Figure 1. Clock wires, drivers and flops.
Scale bar: 20 microns.
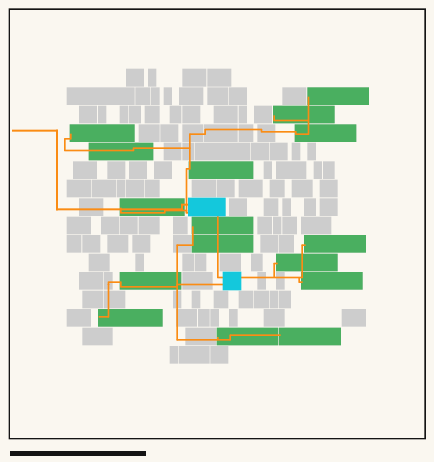
Figure 2. Cell classes on the final placement.
Scale bar: 20 microns.
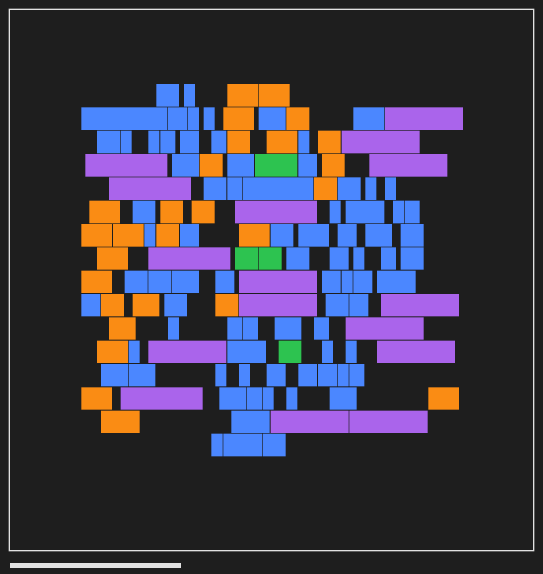
Figure 3. Metal layers overlaid.
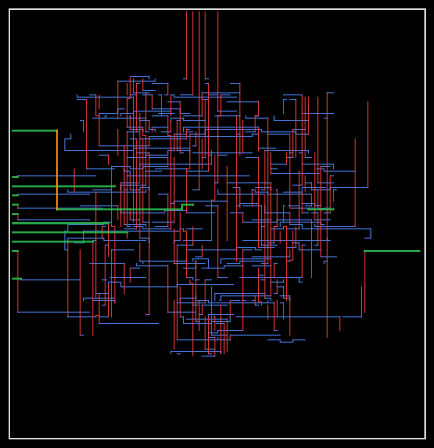
**src/rtl/arb_pkg.sv**
```systemverilog
// rtl/arb_pkg.sv - shared state encoding, idle grant pattern and rotate-priority pick
package arb_pkg;

  typedef enum logic [1:0] {
    ST_IDLE  = 2'd0,
    ST_GRANT = 2'd1,
    ST_GAP   = 2'd2
  } state_t;

  localparam logic [3:0] Y_IDLE = 4'b1111;

  // First active-low request in order last+1 .. last+4; scanning downward lets the nearest win.
  function automatic logic [1:0] next_id(input logic [3:0] req_l, input logic [1:0] last);
    logic [1:0] id;
    next_id = last;
    for (int k = 4; k >= 1; k--) begin
      id = last + 2'(k);
      if (!req_l[id]) next_id = id;
    end
  endfunction

endpackage

```
**src/rtl/dec2to4_l.sv**
```systemverilog
// rtl/dec2to4_l.sv - active-low-enable 2-to-4 decoder with active-low outputs
module dec2to4_l
  import arb_pkg::*;
(
  input  logic       G_L,
  input  logic       A,
  input  logic       B,
  output logic [3:0] Y_L
);

  always_comb begin
    Y_L = Y_IDLE;
    if (!G_L) Y_L[{B, A}] = 1'b0;
  end

endmodule

```
**src/rtl/rr_arb4_dec_ctrl.sv**
```systemverilog
// rtl/rr_arb4_dec_ctrl.sv - round-robin sequencer sharing one 2-to-4 decoder among four requesters
module rr_arb4_dec_ctrl
  import arb_pkg::*;
#(
  parameter int MAX_HOLD = 8,
  parameter int GAP      = 1
) (
  input  logic       CLK,
  input  logic       RESET,
  input  logic [3:0] REQ_L,
  output logic       G_L,
  output logic       A,
  output logic       B,
  output logic [3:0] Y_L,
  output logic [1:0] GNT_ID,
  output logic       BUSY,
  output logic       TIMEOUT
);

  localparam int HW = $clog2(MAX_HOLD + 1);

  state_t          state, state_nx;
  logic [1:0]      last, last_nx;
  logic [HW-1:0]   hold_cnt, hold_nx;
  logic [3:0]      gap_cnt, gap_nx;
  logic            g_l_nx, a_nx, b_nx, timeout_nx;
  logic [1:0]      id_sel;

  assign id_sel = next_id(REQ_L, last);

  always_ff @(posedge CLK or posedge RESET) begin
    if (RESET) begin
      state    <= ST_IDLE;
      last     <= 2'd3;
      hold_cnt <= '0;
      gap_cnt  <= '0;
      G_L      <= 1'b1;
      A        <= 1'b0;
      B        <= 1'b0;
      TIMEOUT  <= 1'b0;
    end else begin
      state    <= state_nx;
      last     <= last_nx;
      hold_cnt <= hold_nx;
      gap_cnt  <= gap_nx;
      G_L      <= g_l_nx;
      A        <= a_nx;
      B        <= b_nx;
      TIMEOUT  <= timeout_nx;
    end
  end

  always_comb begin
    state_nx   = state;
    last_nx    = last;
    hold_nx    = hold_cnt;
    gap_nx     = gap_cnt;
    g_l_nx     = G_L;
    a_nx       = A;
    b_nx       = B;
    timeout_nx = 1'b0;
    case (state)
      ST_IDLE: begin
        if (REQ_L != Y_IDLE) begin
          {b_nx, a_nx} = id_sel;
          g_l_nx       = 1'b0;
          last_nx      = id_sel;
          hold_nx      = HW'(1);
          state_nx     = ST_GRANT;
        end
      end
      ST_GRANT: begin
        // Voluntary release wins over timeout when both happen on the same edge.
        if (REQ_L[{B, A}] || hold_cnt == HW'(MAX_HOLD)) begin
          g_l_nx     = 1'b1;
          gap_nx     = 4'd1;
          state_nx   = ST_GAP;
          timeout_nx = !REQ_L[{B, A}];
        end else begin
          hold_nx = hold_cnt + 1'b1;
        end
      end
      ST_GAP: begin
        if (gap_cnt == 4'(GAP)) state_nx = ST_IDLE;
        else gap_nx = gap_cnt + 1'b1;
      end
      default: state_nx = ST_IDLE;
    endcase
  end

  assign GNT_ID = {B, A};
  assign BUSY   = (state != ST_IDLE);

  dec2to4_l u_dec (
    .G_L (G_L),
    .A   (A),
    .B   (B),
    .Y_L (Y_L)
  );

endmodule

```
**config.mk**
```make
export PLATFORM = sky130hd
export DESIGN_NAME = rr_arb4_dec_ctrl
export DESIGN_NICKNAME = d
export VERILOG_FILES = /design/src/rtl/arb_pkg.sv /design/src/rtl/dec2to4_l.sv /design/src/rtl/rr_arb4_dec_ctrl.sv
export SDC_FILE = /design/constraint.sdc
export NUM_CORES = 1
export LEC_CHECK = 0
export CORE_AREA = 8 8 53 55
export DETAILED_ROUTE_END_ITERATION = 12
export DIE_AREA = 0 0 61 63
export PLACE_DENSITY = 0.8
export SLEW_MARGIN = 20
export SYNTH_ARGS = -nofsm -noshare
export SYNTH_HDL_FRONTEND = slang
export SYNTH_HIERARCHICAL = 1
export SYNTH_SLANG_ARGS = --single-unit
export TNS_END_PERCENT = 100
```
**constraint.sdc**
```tcl
create_clock -name CLK -period 2.05 [get_ports CLK]
set_input_delay 0.41 -clock CLK [delete_from_list [all_inputs] [get_ports CLK]]
set_output_delay 0.41 -clock CLK [all_outputs]
set_load 0.01 [all_outputs]
```
==> notes.md <==
Status of the implementation.

- The data arrival time of the worst path is approximately 1.5 ns, for reference.
- The clock-pin slew of the registers on the worst-case setup and hold paths is ~0.1 ns, for reference.
- The most common cell in the synthesized netlist is dfrtp_1, for reference.
- The via count of the first global-routing pass was roughly 860.
- The clock tree from TritonCTS is yes, for reference.
- The cell with the largest stage delay on the worst path is dfrtp_2, for reference.
- The post-detailed-route via-to-cell ratio is roughly 5.3, for reference.
- The non-clock buffer total of the final layout is 27, for reference.
- The worst setup path is of the reg2out kind.
- The total cells reported by yosys after synthesis is 99, for reference.
- At the later pin of the worst-skew pair, clock insertion delay measures 0.28 ns.
- For this run, the number of standard cells in the final layout without fillers is approximately 160.
- The die span in y is around 63 microns, for reference.
- The finished layout reports a core utilization of 61.55%.
- The post-synthesis area per instance is approximately 9.9 sq um, for reference.
- Sorting the synthesized cells by how often they occur yields dfrtp_1 (13), nand2_1 (9), inv_1 (7), nor2_1 (7).
- The number of maximum-capacitance violations is 0, for reference.
- The final timing report lists clock skew as between 0.003 and 0.004 ns.
- The cell family contributing the most delay on the critical path is buffers and inverters, for reference.
- The logs give a warning total of 28.
- The remaining max-slew budget at the tightest pin is ~61%, for reference.
- The core outline area is roughly 0.0021 sq mm, for reference.
- After clock tree synthesis, the setup repair step added 0 buffers.
- Setup repair after global routing left no endpoint under its margin.
- No sink is reached through more buffers than the 2 on the longest clock path.
- The share of the core area taken by cells at floorplan is between 40% and 50%.
- The peak clock frequency supported by timing is between 500 and 600 MHz, for reference.
- The average wire per cell in the routed design is 14.23 microns, for reference.
- The smallest clock period supported by the final layout is computed as 1.936 ns.
- The antenna violation net count after detailed routing is 0, for reference.
- The largest registers in the layout are gap_cnt: 4 flops, hold_cnt: 4 flops.
- The net count after synthesis is around 110, for reference.
- The number of nets in the layout is between 100 and 150, for reference.
- The number of clock sinks is 16, for reference.
- The first-iteration detailed-routing DRC count is 14, for reference.
- The combined area of all synthesized cells is just under 0.001 sq mm, for reference.
- The routed layout has 817 vias.
- According to the floorplan report, the die width is a little over 60 microns.
- Of the available clock period, the critical path in the final layout requires a little over nine tenths.
- The most area-hungry cell class in the final design is logic gates, for reference.
- The run finished with clean final reports.
- The xor and xnor area share after synthesis is under 10%, for reference.
- The synthesis report lists the Yosys warning total as 6.
- The first element of the critical path is A, for reference.
## Picture notes: Figure 1
clock wires -> orange  # length 211 microns
flip-flops -> green  # count 16
clock drivers -> cyan  # count 3
routed clock nets = 4

## Picture notes: Figure 2
remaining buffers and delay cells -> orange  # cells 27, share of their area 20%
combinational and other logic -> blue  # cells 80, share of their area 44%
sequential cells -> purple  # cells 16, share of their area 33%
clock drivers and dummy loads -> green  # cells 4, share of their area 2.9%
post-route cell area: 0.001270 sq mm
fraction of standard cell area that is sequential: 32.02%

## Picture notes: Figure 3
metal 3 -> green  # wire length 101 microns
metal 2 -> red  # wire length 1100 microns
metal 1 -> blue  # wire length 991 microns
metal 4 -> orange  # wire length 11.6 microns

==> where the power goes <==
part	total (uW)	internal (uW)	switching [uW]
registers	617	457	160
clock network	208	108	100
logic	900	497	403
==> metal layers <==
layer | vias to the layer above | GRT usage [%] | wire length, microns
li1 | 403 | - | -
met1 | 398 | 15.41 | 990
met2 | 14 | 20.63 | 1103
met3 | 2 | 4.115 | 100
met4 | 0 | 2.624 | 11
met5 | - | 0 | 0
==> per-stage QoR <==
stage / instance area, sq um / power (uW) / hold WS (ns)
floorplan: 979.7 / 1156 / 0.3216
global placement: 1209 / 1459 / 0.4636
detailed placement: 1209 / 1487 / 0.5047
CTS: 1245 / 1692 / 0.5183
global route: 1270 / 1872 / 0.5381
finish: 1270 / 1725 / 0.4798
Power and IR drop assume default switching activity.
